## src/rtl/count_ctrl.sv

```systemverilog
// Run/pause/clear controller for a 4-digit BCD counter: owns the count-step
// prescaler, the BCD up/down sequencing and the 7-segment digit scan.
module count_ctrl #(
    parameter int TICK_DIV = 50_000_000,
    parameter int SCAN_DIV = 50_000,
    parameter bit WRAP_EN  = 1'b1
) (
    input  logic        iclk,
    input  logic        irst,
    input  logic        istart,
    input  logic        istop,
    input  logic        iclear,
    input  logic        iup,
    output logic [15:0] obcd,
    output logic        orunning,
    output logic        owrap,
    output logic [3:0]  odigit_sel,
    output logic [3:0]  odigit
);

    localparam int TW = $clog2(TICK_DIV);
    localparam int SW = $clog2(SCAN_DIV);
    localparam logic [TW-1:0] TICK_MAX = TW'(TICK_DIV - 1);
    localparam logic [SW-1:0] SCAN_MAX = SW'(SCAN_DIV - 1);

    typedef enum logic [1:0] {IDLE, RUN, PAUSE, DONE} state_t;

    state_t        state;
    state_t        state_next;
    logic [TW-1:0] tick_cnt;
    logic [SW-1:0] scan_cnt;
    logic          tick_end;
    logic          step;
    logic          at_limit;
    logic [15:0]   bcd_next;

    function automatic logic [15:0] bcd_inc(input logic [15:0] v);
        logic [15:0] r;
        logic        carry;
        r     = v;
        carry = 1'b1;
        for (int i = 0; i < 4; i++) begin
            if (carry) begin
                if (v[4*i +: 4] == 4'd9) begin
                    r[4*i +: 4] = 4'd0;
                end else begin
                    r[4*i +: 4] = v[4*i +: 4] + 4'd1;
                    carry       = 1'b0;
                end
            end
        end
        return r;
    endfunction

    function automatic logic [15:0] bcd_dec(input logic [15:0] v);
        logic [15:0] r;
        logic        borrow;
        r      = v;
        borrow = 1'b1;
        for (int i = 0; i < 4; i++) begin
            if (borrow) begin
                if (v[4*i +: 4] == 4'd0) begin
                    r[4*i +: 4] = 4'd9;
                end else begin
                    r[4*i +: 4] = v[4*i +: 4] - 4'd1;
                    borrow      = 1'b0;
                end
            end
        end
        return r;
    endfunction

    // A step needs an uninterrupted RUN cycle; clear or stop on the wrap edge cancels it.
    assign tick_end = (tick_cnt == TICK_MAX);
    assign step     = (state == RUN) && !iclear && !istop && tick_end;
    assign at_limit = iup ? (obcd == 16'h9999) : (obcd == 16'h0000);
    assign bcd_next = iup ? bcd_inc(obcd) : bcd_dec(obcd);

    always_ff @(posedge iclk) begin
        if (irst) begin
            state <= IDLE;
        end else begin
            state <= state_next;
        end
    end

    always_comb begin
        state_next = state;
        if (iclear) begin
            state_next = IDLE;
        end else begin
            case (state)
                IDLE:    if (!istop && istart) state_next = RUN;
                RUN: begin
                    if (istop) begin
                        state_next = PAUSE;
                    end else if (step && at_limit && !WRAP_EN) begin
                        state_next = DONE;
                    end
                end
                PAUSE:   if (!istop && istart) state_next = RUN;
                DONE:    state_next = DONE;
                default: state_next = IDLE;
            endcase
        end
    end

    always_comb begin
        orunning = (state == RUN);
    end

    // Prescaler freezes while paused (and on the stop edge) so the phase survives resume.
    always_ff @(posedge iclk) begin
        if (irst || iclear) begin
            tick_cnt <= '0;
        end else if (state == IDLE && istart) begin
            tick_cnt <= '0;
        end else if (state == RUN && !istop) begin
            tick_cnt <= tick_end ? '0 : tick_cnt + TW'(1);
        end
    end

    always_ff @(posedge iclk) begin
        if (irst || iclear) begin
            obcd  <= 16'h0000;
            owrap <= 1'b0;
        end else begin
            owrap <= step && at_limit;
            if (step && !(at_limit && !WRAP_EN)) begin
                obcd <= bcd_next;
            end
        end
    end

    always_ff @(posedge iclk) begin
        if (irst) begin
            scan_cnt   <= '0;
            odigit_sel <= 4'b0001;
        end else if (scan_cnt == SCAN_MAX) begin
            scan_cnt   <= '0;
            odigit_sel <= {odigit_sel[2:0], odigit_sel[3]};
        end else begin
            scan_cnt   <= scan_cnt + SW'(1);
        end
    end

    always_comb begin
        odigit = obcd[3:0];
        unique case (odigit_sel)
            4'b0010: odigit = obcd[7:4];
            4'b0100: odigit = obcd[11:8];
            4'b1000: odigit = obcd[15:12];
            default: odigit = obcd[3:0];
        endcase
    end

endmodule
```

## config.mk

```make
export PLATFORM = sky130hd
export DESIGN_NAME = count_ctrl
export DESIGN_NICKNAME = d
export VERILOG_FILES = /design/src/rtl/count_ctrl.sv
export SDC_FILE = /design/constraint.sdc
export NUM_CORES = 1
export LEC_CHECK = 0
export CAP_MARGIN = 20
export CORE_ASPECT_RATIO = 0.5
export CORE_MARGIN = 2
export CORE_UTILIZATION = 25
export CTS_CLUSTER_DIAMETER = 80
export DETAILED_ROUTE_END_ITERATION = 10
export GPL_ROUTABILITY_DRIVEN = 1
export GPL_TIMING_DRIVEN = 0
export PLACE_DENSITY_LB_ADDON = 0.2
export SLEW_MARGIN = 25
export SYNTH_ARGS = -nofsm -noshare
export SYNTH_HDL_FRONTEND = slang
export SYNTH_SLANG_ARGS = --single-unit
```

## constraint.sdc

```tcl
create_clock -name iclk -period 2.75 [get_ports iclk]
set_input_delay 0.825 -clock iclk [delete_from_list [all_inputs] [get_ports iclk]]
set_output_delay 0.825 -clock iclk [all_outputs]
set_load 0.05 [all_outputs]
```

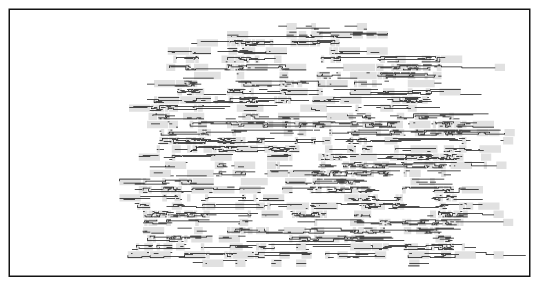
(the metal 1 layer)
Scale: 3 px per um. Cells faint in the background.
The layer holds 51% of the routed length. 466 nets have wire on it. The longest straight run is 29.0 um. The layer carries 4730 um of wire. The wires run mostly horizontal.

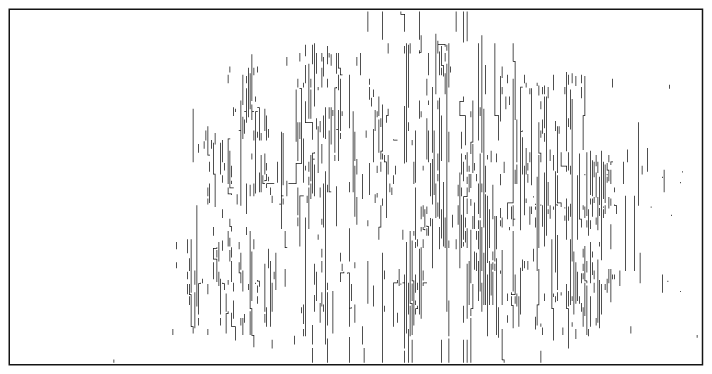
(met2 routing)
Scale: 4 px per um.
The layer carries 4090 um of wire. The wires run mostly vertical. The layer holds 44% of the routed length. 400 nets have wire on it. The longest straight run is 61.9 um.

==> notes.md <==
Implementation run completed; key figures follow.

Routing:
- The run puts the via density per instance at roughly 4.7.
- The run puts the number of detailed-routing iterations run before antenna repair at 4.
- The run gives the number of routed nets with antenna violations as 0.
- The run gives the number of DRC violations after detailed-routing iteration 0 as about 260.
- The run puts the number of design rule violations left after detail routing at 0.

Synthesis:
- The run puts the mean post-synth cell area at 7.81 um2.
- The run gives the adder-cell area share of the yosys netlist as 0.0105.
- The run puts the count of library flops with an enable pin at 0.
- The run gives the instance count of the mapped netlist as about 460.
- At floorplan, the net count of the design was reported as approximately 470.
- The synthesis stat section lists a flop and latch total of around 65.

Clock network:
- The run gives the total CTS buffers as 9.
- The run puts the H-tree level count at 3.
- The tree is rooted in a clkbuf_16.
- The run puts the total clock sinks at roughly 65.

Power:
- The switching component of the power was reported as 0.501 mW.
- The run gives the overall power consumption as approximately 2.2 mW.
- The run puts the clock share of power at 0.534.
- Of the total power, registers draw 0.430.

Setup path:
- The script reports the combined buffer and inverter count of the critical path as 2.
- By startpoint and endpoint, the worst setup path is classified as primary input to flop.
- The worst setup path is launched from a primary input.
- On the critical path the data arrives at slightly below 3 ns.

Die:
- The run gives the pre-placement core utilization as 0.260.
- The run puts the chip footprint at approximately 15000 um2.
- The run gives the well tap count as around 190.

Place:
- In this run the cell area measured after placement is approximately 4100 um2.
- Port buffering added 31 buffers.
- The run puts the global placer's final weighted congestion at roughly 0.78.

Layout:
- The run puts the clock network area share at 0.0679.
- The run puts the clock buffer count at 11.
- The run puts the fraction of area in multi-input gates at 0.481.
- Summing all flip-flop and latch instances after layout gives about 1300 um2.

Timing:
- The run gives the minimum clock period after layout as between 2 and 3 ns.
- The run puts the final number of setup-violating endpoints at 0.
- Of the available clock period, the critical path in the final layout requires 0.965.

Run:
- The run gives the total number of warnings across the stage logs as 28.

GRT:
- The run gives the via count of the first global-routing pass as approximately 3000.

Status:
- The run finished with clean final reports.
==> cell usage after synthesis, types with 2 or more instances <==
master / count / share of area
or3_1: 4 / 0.0070
inv_1: 13 / 0.014
ha_1: 3 / 0.011
a32o_1: 2 / 0.0056
nor2b_1: 5 / 0.0088
a221o_1: 3 / 0.0084
and4_1: 4 / 0.0098
xnor2_1: 11 / 0.027
mux2i_1: 6 / 0.017
nand2b_1: 2 / 0.0035
nand4_1: 11 / 0.019
o21ai_0: 21 / 0.029
nor2_1: 68 / 0.072
nand3b_1: 5 / 0.011
and3_1: 5 / 0.0088
or4_1: 4 / 0.0084
nor4_1: 9 / 0.016
nand2_1: 36 / 0.038
a21oi_1: 17 / 0.024
nand4b_1: 4 / 0.0098
o22ai_1: 4 / 0.0070
a41oi_1: 2 / 0.0049
nor3_1: 16 / 0.022
a22oi_1: 6 / 0.013
xor2_1: 34 / 0.083
clkbuf_1: 28 / 0.029
a21o_1: 2 / 0.0042
a211oi_1: 5 / 0.011
nand3_1: 30 / 0.042
or2_2: 4 / 0.0070
dfxtp_1: 65 / 0.36
a22o_1: 3 / 0.0074
and2_1: 3 / 0.0053
==> path summary, 6_finish.rpt <==
| check | startpoint | endpoint | slack (ns) |
|---|---|---|---|
| max | istop | obcd[7] | 0.09 |
| min | scan_cnt[0] | scan_cnt[0] | 0.47 |
| max reg2reg | scan_cnt[6] | scan_cnt[12] | 0.26 |
| min reg2reg | scan_cnt[0] | scan_cnt[0] | 0.47 |
==> flip-flops by register name, summed over array words and instances (netlist names) <==
signal,cells
scan_cnt,16
obcd,16
odigit_sel,4
owrap,1
tick_cnt,26
state,2
==> layer usage <==
metal	track usage	wire length, um	part of all wire
met1	0.169	4730	0.51
met2	0.209	4090	0.44
met3	0.0391	353	0.038
met4	0.0401	93	0.010
met5	0	0	0
Power figures rest on the tool's default switching activity, not on a simulated workload.
